===== src/rtl/pipe_stall_ctrl.sv =====
// Hazard and stall sequencer for the 5-stage pipeline: merges memory wait,
// load-use bubbles and redirects into per-register hold/flush controls.
module pipe_stall_ctrl #(
    parameter int RESUME_CYC = 1,
    parameter int CNT_W      = 32
) (
    input  logic             clk,
    input  logic             rst,
    input  logic             im_wait,
    input  logic             dm_req,
    input  logic             dm_wait,
    input  logic [4:0]       id_rs1,
    input  logic [4:0]       id_rs2,
    input  logic             id_use_rs1,
    input  logic             id_use_rs2,
    input  logic [4:0]       ex_rd,
    input  logic             ex_is_load,
    input  logic             ex_branch_taken,
    output logic             pc_hold,
    output logic             ifid_hold,
    output logic             idex_hold,
    output logic             exmem_hold,
    output logic             memwb_hold,
    output logic             ifid_flush,
    output logic             idex_flush,
    output logic [CNT_W-1:0] stall_cnt,
    output logic [CNT_W-1:0] bubble_cnt,
    output logic [CNT_W-1:0] flush_cnt
);

    // state    | meaning
    // ST_RUN   | pipeline free-running; redirect / load-use resolved here
    // ST_WAIT  | memory wait outstanding, everything frozen
    // ST_SETTLE| wait released, holding until the settle window expires
    typedef enum logic [1:0] {
        ST_RUN    = 2'd0,
        ST_WAIT   = 2'd1,
        ST_SETTLE = 2'd2
    } state_t;

    localparam int SET_W = (RESUME_CYC > 2) ? $clog2(RESUME_CYC) : 1;
    localparam logic [SET_W-1:0] SET_LOAD = SET_W'((RESUME_CYC > 0) ? RESUME_CYC - 1 : 0);
    localparam logic [CNT_W-1:0] CNT_MAX  = '1;

    state_t           state, state_nxt;
    logic [SET_W-1:0] settle_cnt, settle_cnt_nxt;
    logic             flush_pend;

    logic wait_any, lu, redirect;
    logic hold_all, free_cyc, do_redirect, do_bubble;

    assign wait_any = im_wait | (dm_req & dm_wait);
    assign lu = ex_is_load & (ex_rd != 5'd0) &
                ((id_use_rs1 & (id_rs1 == ex_rd)) | (id_use_rs2 & (id_rs2 == ex_rd)));
    assign redirect = ex_branch_taken | flush_pend;

    // The WAIT cycle in which wait_any falls is the first of the RESUME_CYC
    // held cycles, so SETTLE with an expired counter is already a free cycle.
    always_comb begin
        state_nxt      = state;
        settle_cnt_nxt = settle_cnt;
        hold_all       = 1'b0;
        free_cyc       = 1'b0;
        case (state)
            ST_RUN: begin
                if (wait_any) begin
                    hold_all  = 1'b1;
                    state_nxt = ST_WAIT;
                end else begin
                    free_cyc = 1'b1;
                end
            end
            ST_WAIT: begin
                if (wait_any) begin
                    hold_all = 1'b1;
                end else if (RESUME_CYC == 0) begin
                    free_cyc  = 1'b1;
                    state_nxt = ST_RUN;
                end else begin
                    hold_all       = 1'b1;
                    settle_cnt_nxt = SET_LOAD;
                    state_nxt      = ST_SETTLE;
                end
            end
            ST_SETTLE: begin
                if (wait_any) begin
                    hold_all       = 1'b1;
                    settle_cnt_nxt = '0;
                    state_nxt      = ST_WAIT;
                end else if (settle_cnt == '0) begin
                    free_cyc  = 1'b1;
                    state_nxt = ST_RUN;
                end else begin
                    hold_all       = 1'b1;
                    settle_cnt_nxt = settle_cnt - 1'b1;
                end
            end
            default: state_nxt = ST_RUN;
        endcase
        if (rst) begin
            hold_all = 1'b0;
            free_cyc = 1'b0;
        end
    end

    assign do_redirect = free_cyc & redirect;
    assign do_bubble   = free_cyc & lu & ~redirect;

    assign pc_hold    = hold_all | do_bubble;
    assign ifid_hold  = hold_all | do_bubble;
    assign idex_hold  = hold_all;
    assign exmem_hold = hold_all;
    assign memwb_hold = hold_all;
    assign ifid_flush = do_redirect;
    assign idex_flush = do_redirect | do_bubble;

    always_ff @(posedge clk) begin
        if (rst) begin
            state      <= ST_RUN;
            settle_cnt <= '0;
            flush_pend <= 1'b0;
        end else begin
            state      <= state_nxt;
            settle_cnt <= settle_cnt_nxt;
            if (do_redirect)
                flush_pend <= 1'b0;
            else if (hold_all & ex_branch_taken)
                flush_pend <= 1'b1;
        end
    end

    always_ff @(posedge clk) begin
        if (rst) begin
            stall_cnt  <= '0;
            bubble_cnt <= '0;
            flush_cnt  <= '0;
        end else begin
            if (memwb_hold && stall_cnt != CNT_MAX)
                stall_cnt <= stall_cnt + 1'b1;
            if (do_bubble && bubble_cnt != CNT_MAX)
                bubble_cnt <= bubble_cnt + 1'b1;
            if (do_redirect && flush_cnt != CNT_MAX)
                flush_cnt <= flush_cnt + 1'b1;
        end
    end

endmodule


===== config.mk =====
export PLATFORM = sky130hd
export DESIGN_NAME = pipe_stall_ctrl
export DESIGN_NICKNAME = d
export VERILOG_FILES = /design/src/rtl/pipe_stall_ctrl.sv
export SDC_FILE = /design/constraint.sdc
export NUM_CORES = 1
export LEC_CHECK = 0
export CELL_PAD_IN_SITES_DETAIL_PLACEMENT = 0
export CELL_PAD_IN_SITES_GLOBAL_PLACEMENT = 1
export CORE_MARGIN = 2
export CORE_UTILIZATION = 36
export CTS_CLUSTER_DIAMETER = 60
export DETAILED_ROUTE_END_ITERATION = 12
export GPL_TIMING_DRIVEN = 0
export HOLD_SLACK_MARGIN = 0.05
export PLACE_DENSITY = 0.78
export RECOVER_POWER = 50
export SYNTH_ARGS = -nofsm -noshare
export SYNTH_HDL_FRONTEND = slang
export SYNTH_SLANG_ARGS = --single-unit
export TNS_END_PERCENT = 30

===== constraint.sdc =====
create_clock -name clk -period 3 [get_ports clk]
set_clock_uncertainty 0.1 [all_clocks]
set_input_delay 0.6 -clock clk [delete_from_list [all_inputs] [get_ports clk]]
set_output_delay 0.6 -clock clk [all_outputs]
set_load 0.05 [all_outputs]

==> run summary <==
State of the implementation.

- After layout, the worst setup slack is 0.09308 ns.
- Per the synthesis report, the XOR/XNOR share of the synthesized area is 0.1100.
- Counting only logic cells after layout, the most numerous master is sky130_fd_sc_hd__dfxtp_1.
- Per the OpenROAD floorplan log, the width of the die is 121.1 um.
- The achievable frequency is 344.0 MHz, for reference.
- The routability congestion estimate from global placement is 0.8105, for reference.
- As reported, the later end of the worst-skew pair has a clock insertion delay of 0.35 ns.
- The final timing report lists a hold violation count of 0.
- The worst VDD IR drop from the latest analysis is 0.3102 mV.
- The clock-pin slew reported for the worst setup and hold paths after clock tree synthesis is 0.06 ns, for reference.
- The count of port buffers added during placement is 126, for reference.
- The fraction of synthesized cell area taken by the top area cell type is 0.4016, for reference.
- The longest incremental delay of any stage on the critical path is reported as 0.47 ns.
- The async set-reset flop share out of synthesis is 0, for reference.
- The global routing report lists combined usage of all routing layers as 0.1899.
- The fill cell instance count of the final layout is 1268, for reference.
- Once layout is complete, the utilization of the core stands at 0.5087.
- The final-stage net count is 758, for reference.
- The multiplexer share of the synthesized area is 0.01978, for reference.
- The pin count of the biggest net entering global routing is 16, for reference.
- The number of different library cells in the post-synthesis netlist is 50, for reference.
- The routed design uses 6.484 mm of met2 wire.
- The signal on the critical path passes through clkdlybuf4s50_1, or4_1, o21ai_2, nor2_2, nand2_4, nand2_1, buf_4, buf_6.
- Of the total synthesized cell area, the portion taken by AND, OR, NAND and NOR gates is 0.3220.
- Summed over all instances, the cell type with the most area after synthesis is sky130_fd_sc_hd__dfxtp_1.
- The worst setup path is captured at a primary output.
- sky130_fd_sc_hd__dfxtp_1 is the most common cell in the netlist.
- The final critical-path required period is 2.907 ns, for reference.
- The count of TritonRoute iterations in the first routing pass is 5, for reference.
- The total of cells resized after clock tree synthesis is 40, for reference.
- Of all nets on the critical path, the largest fanout is 4.
- The area of the core is 13300 um^2, for reference.
- The aggregate global routing overflow is 0, for reference.
- Looking at the critical path, the single cell with the biggest stage delay is sky130_fd_sc_hd__clkdlybuf4s50_1.
- By count the netlist is led by 99 x sky130_fd_sc_hd__dfxtp_1, 74 x sky130_fd_sc_hd__nor2_1, 41 x sky130_fd_sc_hd__nand2_1.
- In this run the remaining antenna-violating nets after routing total 0.
- The synthesis report lists the Yosys warning total as 0.
- The layout overhead on the synthesized area is 37.04%, for reference.
- STA puts the critical path data arrival time at 2.21 ns.
- The first global-routing pass estimated 22.33 mm of wire.
- The CTS root buffer is sky130_fd_sc_hd__clkbuf_16, for reference.
- The routed design shows a wire length per standard cell of 15.14 um.
- The full die area is 14660 um^2, for reference.
- The tool warning count for the run is 27.
- For the worst setup path, the data required time is 2.30 ns.
- The most critical setup path has its startpoint at ex_rd[4].
- Max-slew check failures listed in the final report amount to 0.
- The power per unit of standard cell area is 407.0 nW/um^2, for reference.
- The die is 121.1 um tall.
- Walking the critical path from launch to capture passes 8 cell instances.
- For the pin with the worst max-slew slack, the measured transition is 0.6825 ns.
- The leakage component of the power was reported as 2.561 nW.
- TritonCTS reports the number of clock sinks as 99.
- The worst register-to-register path has a setup slack of 0.49 ns.
- The endpoint of the most critical setup path is pc_hold, for reference.
- According to the hold report, the worst path is of the reg2reg type.
- The startpoint type of the worst setup path is a primary input, for reference.
- Broken down by cell family, the worst path's largest delay share belongs to buffers and inverters.
- The total clock buffers created by CTS is 9, for reference.
- The uppermost layer routed is met4, for reference.
- The number of antenna diodes is 0, for reference.
- In the floorplan report the effective utilization is 0.3712.
- The largest non-sequential cell family by area is simple AND/OR/NAND/NOR gates, for reference.
- The number of cells reported by Yosys stat comes to 591.
- Looking at the reg2reg group, the worst path starts from state[0].
- The number of violations reported at the end of detailed-routing iteration 0 is 230, for reference.
- For reference, the top cells by area after synthesis are sky130_fd_sc_hd__dfxtp_1 40%, sky130_fd_sc_hd__xor2_1 6.4%, sky130_fd_sc_hd__nor2_1 5.6%.
- Per the synthesis report, the AND-OR/OR-AND share of the synthesized area is 0.1034.
- 127 I/O pins were placed.
- The final setup violation count is 0, for reference.
- The wire length the detailed router placed on met1 is 6.463 mm, for reference.
- In the synthesis report, Yosys lists the chip area as 4935 um^2.
- The remaining max-slew budget at the tightest pin is 0.5408, for reference.
- The most used flip-flop cell is sky130_fd_sc_hd__dfxtp_1, for reference.
- The number of global-route vias before repair is 4488, for reference.
- For this run, the register share of the synthesized area comes to 0.4016.
- Setup repair after global routing left no endpoint under its margin.
- The number of antenna violations at the first check in global routing is 0, for reference.
- The number of H-tree branching levels is 3, for reference.
- The library cells used most frequently in the layout, excluding fill and tap cells, are 99 x sky130_fd_sc_hd__dfxtp_1, 95 x sky130_fd_sc_hd__dlygate4sd3_1, 74 x sky130_fd_sc_hd__nor2_1.
- STA shows the worst reg2reg path with a cell count of 8.
- The final worst-path cycle share is 0.9690, for reference.
- The ratio of cells with drive above 1 in the final layout is 0.07880, for reference.
- The cell count after synthesis came out at 591.
- The critical register-to-register path endpoint is bubble_cnt[27], for reference.
- The half-perimeter wire length of the detailed placement result is 10.16 mm, for reference.
- The initialized floorplan defines 42 standard-cell rows.
- The startpoint-to-endpoint class of the critical path is in2out, for reference.
- Per the post-run analysis, buffers plus inverters along the critical path come to 3.
- Per the synthesis report, the adder-cell share of the synthesized area is 0.007606.
- The DRC violation total left in the routed layout is recorded as 0.
- The max-cap violation count is 0, for reference.
- The post-synthesis instance area is 4935 um^2, for reference.
- Summing internal, switching and leakage power gives 0.002753 W.
- Per the CTS log, the buffer count on the longest clock path is 2.
- The post-synth count of flops with an enable pin is 0.
- The flow ran to the end, and the final reports show no timing, DRC or antenna violations.
- The net count entering floorplan is 618, for reference.
- The total setup buffers inserted after CTS is 2, for reference.
- The detailed-route vias per instance is 5.263, for reference.
- The setup slack after placement is -0.8729 ns, for reference.
- Detailed routing placed a total of 671 um of wire on met3.
- Once synthesis finished, the tally of register bits stood at 99.
- For this design, the CTS-stage hold fixing added 0 buffers.
- TritonCTS built the clock tree.
- After synthesis, the mean cell area works out to 8.350 um^2.
-- final cells by class --
type / count / area [um^2] / area share
flip-flops and latches: 99 / 1982 / 0.2931
repair buffers: 130 / 1282 / 0.1896
well taps: 176 / 220.2 / 0.03256
inverters: 11 / 41.29 / 0.006105
multi-input cells: 453 / 2796 / 0.4135
plain buffers: 27 / 128.9 / 0.01906
clock inverters: 4 / 75.07 / 0.01110
clock buffers: 12 / 236.5 / 0.03497
-- state kept, by name, indices dropped and copies added, names as in the netlist --
register    cells
bubble_cnt     32
flush_pend      1
state           2
flush_cnt      32
stall_cnt      32
-- report_power, final --
| group | leakage [nW] | switching (W) | internal, W | total, W |
|---|---|---|---|---|
| Combinational | 1.62 | 0.000108 | 0.0000720 | 0.000180 |
| Sequential | 0.798 | 0.00000834 | 0.00132 | 0.00133 |
| Clock | 0.143 | 0.000512 | 0.000732 | 0.00124 |
| Total | 2.56 | 0.000629 | 0.00212 | 0.00275 |
-- layer usage --
layer,global-route usage,up-vias
met5,0,-
met4,0.06759,0
met3,0.03618,11
met2,0.3058,123
met1,0.2531,2264
li1,-,2402
-- worst min-delay path by stage --
stage               startpoint  endpoint  slack [ns]  depth (start not counted)
floorplan             state[1]  state[1]        0.32                          1
global placement      state[1]  state[1]        0.34                          1
detailed placement    state[1]  state[1]        0.34                          1
CTS                   state[1]  state[1]        0.35                          1
global route          state[1]  state[1]        0.38                          1
finish                state[1]  state[1]        0.36                          1
-- through the flow --
step	hold WS (ns)	TNS, ns	cells	area, um^2
2_1_floorplan	0.3213	0	591	4935
3_3_place_gp	0.3351	-9.677	893	6416
3_5_place_dp	0.3446	-10.89	893	6416
4_1_cts	0.3538	-0.01599	910	6735
5_1_grt	0.3836	0	912	6763
6_report	0.3552	0	912	6763
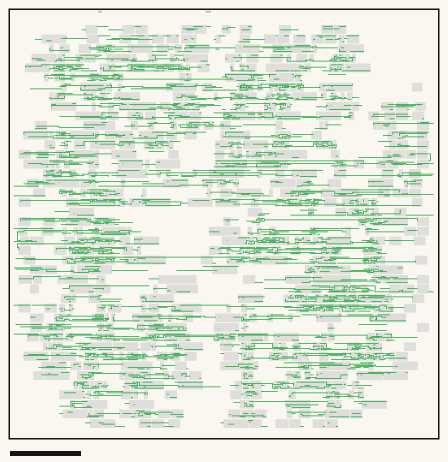
m1.png
The bar under the picture is 20 um long.
wire length on this layer: 6460 um
main direction: horizontal

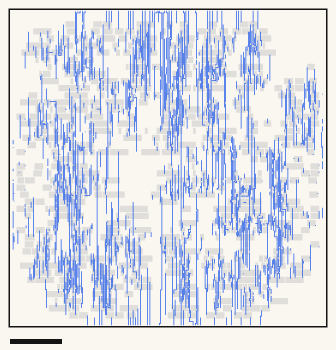
m2.png
The bar under the picture is 20 um long.
share of all routed wire: 47%
nets with wire on the layer: 642
main direction: vertical
wire length on this layer: 6480 um
DRT Wirelength: 13.81 mm
DR vias: 4800
met2 usage in global routing: 0.3058

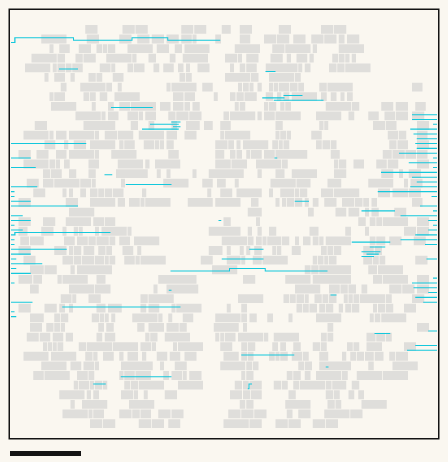
m3.png
The bar under the picture is 20 um long.
main direction: horizontal
longest straight run: 33.1 um

Power is estimated from default activity; no workload was simulated.
